## src/rtl/funcs_sched_if.sv

```systemverilog
// Bundle of request, shared function-unit and response signals for funcs_sched.
// The slave modport is the scheduler; the master modport is whoever drives requests and hosts the unit.
interface funcs_sched_if #(
    parameter int N  = 4,
    parameter int CW = 32
);
    localparam int IDW = $clog2(N);

    logic [N-1:0]       req_valid;
    logic [N-1:0]       req_ready;
    logic [2*N-1:0]     req_op;
    logic [128*N-1:0]   req_data;

    logic [7:0]         fu_a;
    logic [7:0]         fu_b;
    logic [127:0]       fu_e;
    logic [7:0]         fu_c;
    logic [7:0]         fu_d;
    logic [127:0]       fu_f;
    logic [127:0]       fu_g;

    logic               resp_valid;
    logic               resp_ready;
    logic [IDW-1:0]     resp_id;
    logic [127:0]       resp_data;
    logic [CW-1:0]      op_count;

    modport slave (
        input  req_valid, req_op, req_data, fu_c, fu_d, fu_f, fu_g, resp_ready,
        output req_ready, fu_a, fu_b, fu_e, resp_valid, resp_id, resp_data, op_count
    );

    modport master (
        output req_valid, req_op, req_data, fu_c, fu_d, fu_f, fu_g, resp_ready,
        input  req_ready, fu_a, fu_b, fu_e, resp_valid, resp_id, resp_data, op_count
    );
endinterface

```

## src/rtl/funcs_sched.sv

```systemverilog
// Round-robin scheduler sharing one combinational function unit among N requesters.
// Two single-entry stages (ISSUE drives the unit, RESP holds the tagged result).
module funcs_sched #(
    parameter int N   = 4,
    parameter int IDW = $clog2(N),
    parameter int CW  = 32
) (
    input logic         clk,
    input logic         rst,
    funcs_sched_if.slave bus
);
    typedef enum logic [1:0] {
        OP_ADD  = 2'd0,
        OP_SUB  = 2'd1,
        OP_PASS = 2'd2,
        OP_INV  = 2'd3
    } op_e;

    logic           issue_valid;
    op_e            issue_op;
    logic [IDW-1:0] issue_id;
    logic [127:0]   issue_data;

    logic           resp_valid_q;
    logic [IDW-1:0] resp_id_q;
    logic [127:0]   resp_data_q;
    logic [CW-1:0]  op_count_q;
    logic [IDW-1:0] ptr;

    logic           resp_move;
    logic           issue_move;
    logic           can_accept;
    logic           accept;
    logic           grant_any;
    logic [IDW-1:0] grant_idx;
    logic [IDW-1:0] scan_idx;
    logic [N-1:0]   grant_oh;
    logic [127:0]   result;

    assign resp_move  = ~resp_valid_q | bus.resp_ready;
    assign issue_move = issue_valid & resp_move;
    assign can_accept = ~issue_valid | issue_move;
    assign accept     = grant_any & can_accept & ~rst;

    // Scan starts just after the last accepted index, so a stalled grant keeps its place.
    always_comb begin
        // NOTE: every always_comb output gets a default before any branch, so no path can infer a latch.
        grant_any = 1'b0;
        grant_idx = '0;
        scan_idx  = '0;
        grant_oh  = '0;
        for (int k = 1; k <= N; k++) begin
            scan_idx = IDW'((int'(ptr) + k) % N);
            if (!grant_any && bus.req_valid[scan_idx]) begin
                grant_any = 1'b1;
                grant_idx = scan_idx;
            end
        end
        if (grant_any) grant_oh[grant_idx] = 1'b1;
    end

    assign bus.req_ready = grant_oh & {N{can_accept & ~rst}};

    always_comb begin
        bus.fu_a = '0;
        bus.fu_b = '0;
        bus.fu_e = '0;
        result   = '0;
        if (issue_valid) begin
            case (issue_op)
                OP_ADD:  begin bus.fu_a = issue_data[7:0]; result = {120'b0, bus.fu_c}; end
                OP_SUB:  begin bus.fu_b = issue_data[7:0]; result = {120'b0, bus.fu_d}; end
                OP_PASS: begin bus.fu_e = issue_data;      result = bus.fu_f;           end
                OP_INV:  begin bus.fu_e = issue_data;      result = bus.fu_g;           end
            endcase
        end
    end

    always_ff @(posedge clk) begin
        if (rst) begin
            // NOTE: payload flops are reset along with the valids so resp_data reads zero out of reset; none of this is a RAM.
            issue_valid  <= 1'b0;
            issue_op     <= OP_ADD;
            issue_id     <= '0;
            issue_data   <= '0;
            resp_valid_q <= 1'b0;
            resp_id_q    <= '0;
            resp_data_q  <= '0;
            op_count_q   <= '0;
            ptr          <= IDW'(N - 1);
        end else begin
            // NOTE: non-blocking assignments here, so every stage reads the pre-edge values of the others.
            if (resp_move) begin
                resp_valid_q <= issue_valid;
                if (issue_valid) begin
                    resp_id_q   <= issue_id;
                    resp_data_q <= result;
                end
            end
            if (resp_valid_q && bus.resp_ready) op_count_q <= op_count_q + CW'(1);
            if (can_accept) issue_valid <= accept;
            if (accept) begin
                issue_op   <= op_e'(bus.req_op[{grant_idx, 1'b0} +: 2]);
                issue_id   <= grant_idx;
                issue_data <= bus.req_data[{grant_idx, 7'b0} +: 128];
                ptr        <= grant_idx;
            end
        end
    end

    assign bus.resp_valid = resp_valid_q;
    assign bus.resp_id    = resp_id_q;
    assign bus.resp_data  = resp_data_q;
    assign bus.op_count   = op_count_q;
endmodule

```

## src/flat_wrapper.sv

```systemverilog
// flat-port wrapper written by rule: the top's interface ports become plain ports
module funcs_sched_flat 
#(
    parameter int N   = 4,
    parameter int IDW = $clog2(N),
    parameter int CW  = 32
)
  (clk, rst, bus_req_valid, bus_req_op, bus_req_data, bus_fu_c, bus_fu_d, bus_fu_f, bus_fu_g, bus_resp_ready, bus_req_ready, bus_fu_a, bus_fu_b, bus_fu_e, bus_resp_valid, bus_resp_id, bus_resp_data, bus_op_count);
  funcs_sched_if #(.N(N), .CW(CW)) bus_i ();
  input logic clk;
  input logic rst;
  input wire logic [$bits(bus_i.req_valid)-1:0] bus_req_valid;
  input wire logic [$bits(bus_i.req_op)-1:0] bus_req_op;
  input wire logic [$bits(bus_i.req_data)-1:0] bus_req_data;
  input wire logic [$bits(bus_i.fu_c)-1:0] bus_fu_c;
  input wire logic [$bits(bus_i.fu_d)-1:0] bus_fu_d;
  input wire logic [$bits(bus_i.fu_f)-1:0] bus_fu_f;
  input wire logic [$bits(bus_i.fu_g)-1:0] bus_fu_g;
  input wire logic [$bits(bus_i.resp_ready)-1:0] bus_resp_ready;
  output wire logic [$bits(bus_i.req_ready)-1:0] bus_req_ready;
  output wire logic [$bits(bus_i.fu_a)-1:0] bus_fu_a;
  output wire logic [$bits(bus_i.fu_b)-1:0] bus_fu_b;
  output wire logic [$bits(bus_i.fu_e)-1:0] bus_fu_e;
  output wire logic [$bits(bus_i.resp_valid)-1:0] bus_resp_valid;
  output wire logic [$bits(bus_i.resp_id)-1:0] bus_resp_id;
  output wire logic [$bits(bus_i.resp_data)-1:0] bus_resp_data;
  output wire logic [$bits(bus_i.op_count)-1:0] bus_op_count;
  assign bus_i.req_valid = bus_req_valid;
  assign bus_i.req_op = bus_req_op;
  assign bus_i.req_data = bus_req_data;
  assign bus_i.fu_c = bus_fu_c;
  assign bus_i.fu_d = bus_fu_d;
  assign bus_i.fu_f = bus_fu_f;
  assign bus_i.fu_g = bus_fu_g;
  assign bus_i.resp_ready = bus_resp_ready;
  assign bus_req_ready = bus_i.req_ready;
  assign bus_fu_a = bus_i.fu_a;
  assign bus_fu_b = bus_i.fu_b;
  assign bus_fu_e = bus_i.fu_e;
  assign bus_resp_valid = bus_i.resp_valid;
  assign bus_resp_id = bus_i.resp_id;
  assign bus_resp_data = bus_i.resp_data;
  assign bus_op_count = bus_i.op_count;
  funcs_sched #(.N(N), .IDW(IDW), .CW(CW)) u_core (.clk(clk), .rst(rst), .bus(bus_i));
endmodule
```

## config.mk

```make
export PLATFORM = sky130hd
export DESIGN_NAME = funcs_sched_flat
export DESIGN_NICKNAME = d
export VERILOG_FILES = /design/src/rtl/funcs_sched_if.sv /design/src/rtl/funcs_sched.sv /design/src/flat_wrapper.sv
export SDC_FILE = /design/constraint.sdc
export NUM_CORES = 1
export LEC_CHECK = 0
export CAP_MARGIN = 15
export CORE_AREA = 2 2 429 431
export CTS_CLUSTER_SIZE = 12
export DETAILED_ROUTE_END_ITERATION = 8
export DIE_AREA = 0 0 431 433
export GPL_TIMING_DRIVEN = 0
export SYNTH_ARGS = -nofsm -noshare
export SYNTH_HDL_FRONTEND = slang
export SYNTH_SLANG_ARGS = --single-unit
```

## constraint.sdc

```tcl
create_clock -name clk -period 5.8 [get_ports clk]
set_clock_uncertainty 0.1 [all_clocks]
set_input_delay 1.16 -clock clk [delete_from_list [all_inputs] [get_ports clk]]
set_output_delay 1.16 -clock clk [all_outputs]
set_load 0.02 [all_outputs]
```

run_1/route_heat.png
The die is cut into 22 by 22 equal tiles; black is low, pale yellow is high, scaled to the fullest tile. Values are wire area over tile area, all layers added.
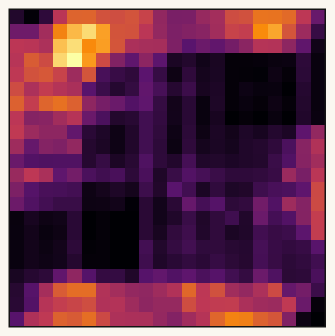
mean over tiles	0.15
fullest tile	0.56
emptiest ninth of the die	center
tiles over half the peak	15%
nearly empty tiles	7.4%
densest ninth of the die	upper left
Via Count: 20.9k
final wirelength: 162000 um
GRT Util Overall: 16.4%

run_1/placed.png
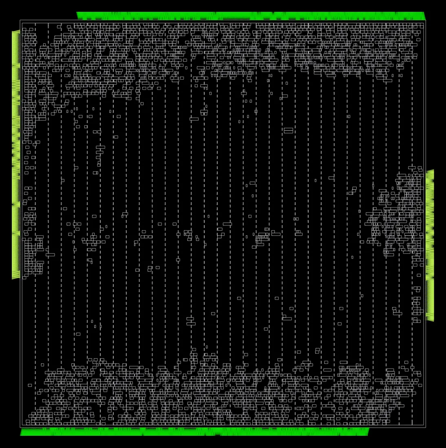
# rows: 157
flip-flops: 298
Layout Utilization: 18.5%
Filler cells: 20.3k
Tap Count: 2385

run_1/clock_wires.png
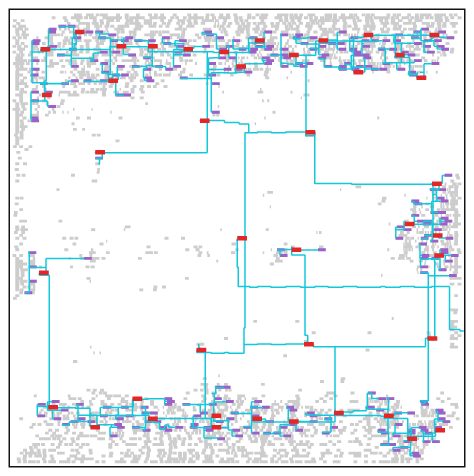
[purple] flip-flops | count: 298
[red] clock-net drivers | count: 42
[cyan] clock wires | length: 6410 um
flops lie	widely spread

==> flow_metrics.tcl, run 1 <==
# metrics dict for downstream scripts
set metrics [dict create \
    status "completed" \
    synthCells 1973 \
    critPathSlowestCell "clkdlybuf4s50_1" \
    irDropWorstVdd_uv 225 \
    synth_cell_type_count 40 \
    grt_pass1_wl_um 202000 \
    clk-power_uw 2700 \
    ff_latch_area_um2 5970 \
    r2r_cells 7 \
    required_ns 4.54 \
    areaGrowthSynthToFinish_pct 87.3 \
    drc_errors 0 \
    switching_power_uw 3030 \
    grt_pass1_vias 20600 \
    fin_crit_ns 5.58 \
    worstHoldStart "u_core.bus.resp_data[69]$_SDFFE_PP0P_" \
    power_density_nw_per_um2 249 \
    yosys-stat-cells 1973 \
    wl_met3_um 14700 \
    finalInstanceArea_um2 33600 \
    postLayoutSetupSlackWorst_ns 0.218 \
    ctsResizeCount 5 \
    wl_met2_um 80500 \
    maxCapViolations 0 \
    num-multi-input-gates 1475 \
    cts_setup_buffers 1 \
    busiest_layer "met2" \
    intPower_uw 5330 \
    relSlewSlack_pct 20.9 \
    worstSetupStartpoint "bus_req_valid[1]" \
    placed_area_um2 32100 \
    drt_pass1_iterations 7 \
    grt_use_met1_pct 18.6 \
    worstMarginPinSlew_ns 1.15 \
    hold_viol 0 \
    use_met3_pct 6.02 \
    insertion_delay_ns 0.62 \
    final_antenna_net_count 0 \
    rsz0062_at_grt "false" \
    edf_count 0 \
    r2r_start "u_core.ptr[0]$_SDFFE_PP1P_" \
    die_x_um 431 \
    pre_cts_ws_ns -1.41 \
    ios 1110 \
    ys_ff 298 \
    cts_root_buf "clkbuf_16" \
    clk_pin_slew_ns 0.06 \
    finalMaxSlewViolations 0 \
    setup_violations 0 \
    reg2reg_slack_ns 2.45 \
    sh_seq_area_pct 17.8 \
    yosysTopAreaCellShare_pct 33.2 \
    seqPwrFrac_pct 28.6 \
    core_area_um2 182000 \
    fmax_ghz 0.179 \
    syn_nets 2773 \
    grt_max_degree 20 \
    wl_met1_um 61500 \
    vias_per_cell 3.76 \
    regToRegEndpoint "u_core.issue_data[32]$_SDFFE_PP0P_" \
    routed.top_layer "met5" \
    synthTopCellsByCount "mux2i_1 (390), dfxtp_1 (298), nand2_1 (155), a21oi_1 (140), nor3b_1 (132)" \
    cp-end-kind "primary output" \
    grt_use_met2_pct 29.1 \
    sw_frac_of_total_pct 36.3 \
    yosys_area_um2 17900 \
    seq_cell_power_uw 2390 \
    gp_congestion 0.949 \
    start_kind "input port" \
    syn_area_per_cell_um2 9.09 \
    antenna_found_initial 93 \
    cts.htree.levels 2 \
    layout.nets 3935 \
    largest_cell_class "buffers" \
    cts_tree "yes" \
    top_area_cell "dfxtp_1" \
    ys_seq_share_pct 33.2 \
    cts_sinks 298 \
    whs_ns 0.350 \
    min_path_cells 2 \
    area_leaders "dfxtp_1 (33%), mux2i_1 (22%), mux2_2 (7.5%), nor3b_1 (5.5%), a21o_1 (5.4%)" \
    crit_arrival_ns 4.32 \
    path_buffers 5 \
    pg_comb_uw 3270 \
    clock_area_share_pct 4.14 \
    synthesis.area_um2 17900 \
    comb_area_um2 11100 \
    comb-cell-share_pct 32.9 \
    final_common_cell "clkdlybuf4s50_1" \
    drt-initial-drc-count 1399 \
    cts_max_path_buffers 3 \
    drive_gt1_share_pct 8.59 \
    holdBufCountCts 0 \
]
-- run 1: cell families after synthesis --
family | after synthesis | synth area share [%]
AND/OR/NAND/NOR | 648 | 20.1
multiplexers | 518 | 30.3
flip-flops | 298 | 33.2
AND-OR/OR-AND | 281 | 9.83
buffers and inverters | 200 | 5.15
XOR/XNOR | 27 | 1.32
adder cells (fa/ha/maj) | 1 | 0.0697
-- run 1: flip-flops by register name, indices dropped and copies added, names as in the netlist --
| signal | cells |
|---|---|
| u_core.bus.op_count | 32 |
| u_core.bus.resp_data | 128 |
| u_core.ptr | 2 |
| u_core.issue_valid | 1 |
| u_core.issue_id | 2 |
| u_core.bus.resp_valid | 1 |
| u_core.bus.resp_id | 2 |
| u_core.issue_data | 128 |
| u_core.issue_op | 2 |
==> inputs of run 2 (changes only) <==
CTS_CLUSTER_SIZE = 10   (was 12)
run_2/placed.png
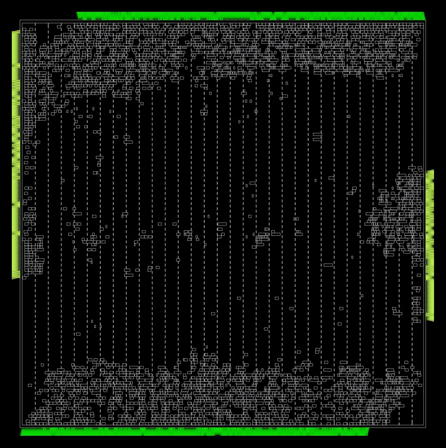
final std cells w/o fill: 5564
Filler cells: 20.3k
Seq/total area: 17.8%

run_2/clock_wires.png
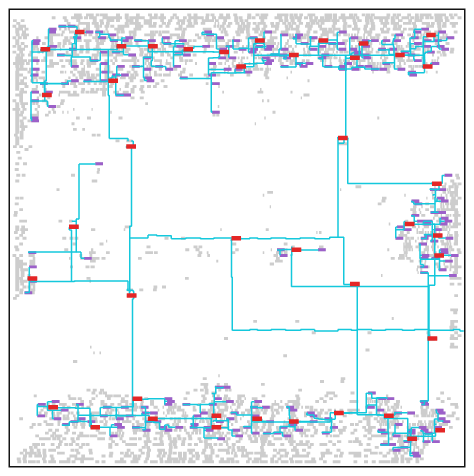
[cyan] clock wires | length: 6420 um
[red] clock-net drivers | count: 42
[purple] flip-flops | count: 298
routed clock nets	43
flops lie	widely spread

==> flow_metrics.tcl, run 2 <==
# metrics dict for downstream scripts
set metrics [dict create \
    status "completed" \
    rows 157 \
    cp-end-kind "primary output" \
    synthCells 1973 \
    cts_tree "yes" \
    wl_met2_um 80300 \
    postLayoutSetupSlackWorst_ns 0.209 \
    setup_violations 0 \
    yosysTopAreaCellShare_pct 33.2 \
    grt.overflow.total 0 \
    yosys-stat-cells 1973 \
    pg_comb_uw 3270 \
    vias_per_cell 3.75 \
    core_area_um2 182000 \
    crit_arrival_ns 4.33 \
    synthTopCellsByCount "mux2i_1 (390), dfxtp_1 (298), nand2_1 (155), a21oi_1 (140), nor3b_1 (132)" \
    rsz0062_at_grt "false" \
    busiest_layer "met2" \
    cts_sinks 298 \
    syn_area_per_cell_um2 9.09 \
    cts.htree.levels 2 \
    areaGrowthSynthToFinish_pct 87.0 \
    power_density_nw_per_um2 246 \
    finalInstanceArea_um2 33500 \
    grt_pass1_vias 20700 \
    dp.cells 5474 \
    yosys_area_um2 17900 \
    wirelength_um 162000 \
    sw_frac_of_total_pct 36.4 \
    track_usage_pct 16.5 \
    intPower_uw 5250 \
    switching_power_uw 3000 \
    antenna_found_initial 93 \
    edf_count 0 \
    final_antenna_net_count 0 \
    die_x_um 431 \
    routed.top_layer "met5" \
    ys_seq_share_pct 33.2 \
    placed_area_um2 32100 \
    insertion_delay_ns 0.62 \
    clk_pin_slew_ns 0.06 \
    adder_share_pct 0.0697 \
    fin_crit_ns 5.59 \
    worstHoldStart "u_core.bus.resp_data[69]$_SDFFE_PP0P_" \
    cts_root_buf "clkbuf_16" \
    clk-power_uw 2590 \
    reg2reg_slack_ns 2.45 \
    drc_errors 0 \
    yosys.area_share.aoi_pct 9.83 \
    synth_cell_type_count 40 \
    drt-initial-drc-count 1416 \
    wl_met3_um 15100 \
    drive_gt1_share_pct 8.44 \
    ios 1110 \
    grt_use_met2_pct 29.0 \
    min_path_cells 2 \
    irDropWorstVdd_uv 171 \
    yosysMostFrequentCell "mux2i_1" \
    finalMaxSlewViolations 0 \
    final_common_cell "clkdlybuf4s50_1" \
    wl_met1_um 61200 \
    use_met3_pct 6.13 \
    grt_use_met1_pct 18.6 \
    synthesis.area_um2 17900 \
    fmax_ghz 0.179 \
    worstSetupStartpoint "bus_req_valid[1]" \
    top_area_cell "dfxtp_1" \
    utilization_pct 18.4 \
    worstMarginPinSlew_ns 1.20 \
    pre_cts_ws_ns -1.41 \
    simple_gate_area_share_pct 20.1 \
    area_leaders "dfxtp_1 (33%), mux2i_1 (22%), mux2_2 (7.5%), nor3b_1 (5.5%), a21o_1 (5.4%)" \
    cts_max_path_buffers 3 \
    seqPwrFrac_pct 29.0 \
    hold_viol 0 \
    xor_area_share_pct 1.32 \
    required_ns 4.54 \
    start_kind "input port" \
    maxCapViolations 0 \
    whs_ns 0.350 \
    regToRegEndpoint "u_core.issue_data[118]$_SDFFE_PP0P_" \
    drt_pass1_iterations 5 \
    synth.logic.top_family "multiplexers" \
    syn_nets 2773 \
    seq_cell_power_uw 2400 \
    grt_max_degree 20 \
]
run 2: worst max-delay path, stage by stage:
cell and delay [ns]:
clkdlybuf4s50_1 0.49, nor2b_1 0.21, a221oi_2 0.26, buf_4 0.34, buf_6 0.29, buf_6 0.30
nand2_1 0.25, nor3_2 0.28, clkdlybuf4s50_1 0.70
run 2: area by class of cell:
type | instances | area (um^2)
Sequential cell | 298 | 5970
Inverter | 5 | 18.8
Buffer | 194 | 917
Fill cell | 20300 | 149000
Tap cell | 2385 | 2980
Clock inverter | 10 | 95.1
Timing Repair Buffer | 1119 | 11200
Multi-Input combinational cell | 1475 | 11100
Clock buffer | 62 | 1230
Antenna cell | 16 | 40.0
run 2: what timing repair did:
action,CTS,global route
setup endpoints to repair,4,0
hold buffers,0,0
gates resized,5,0
buffers inserted,1,0
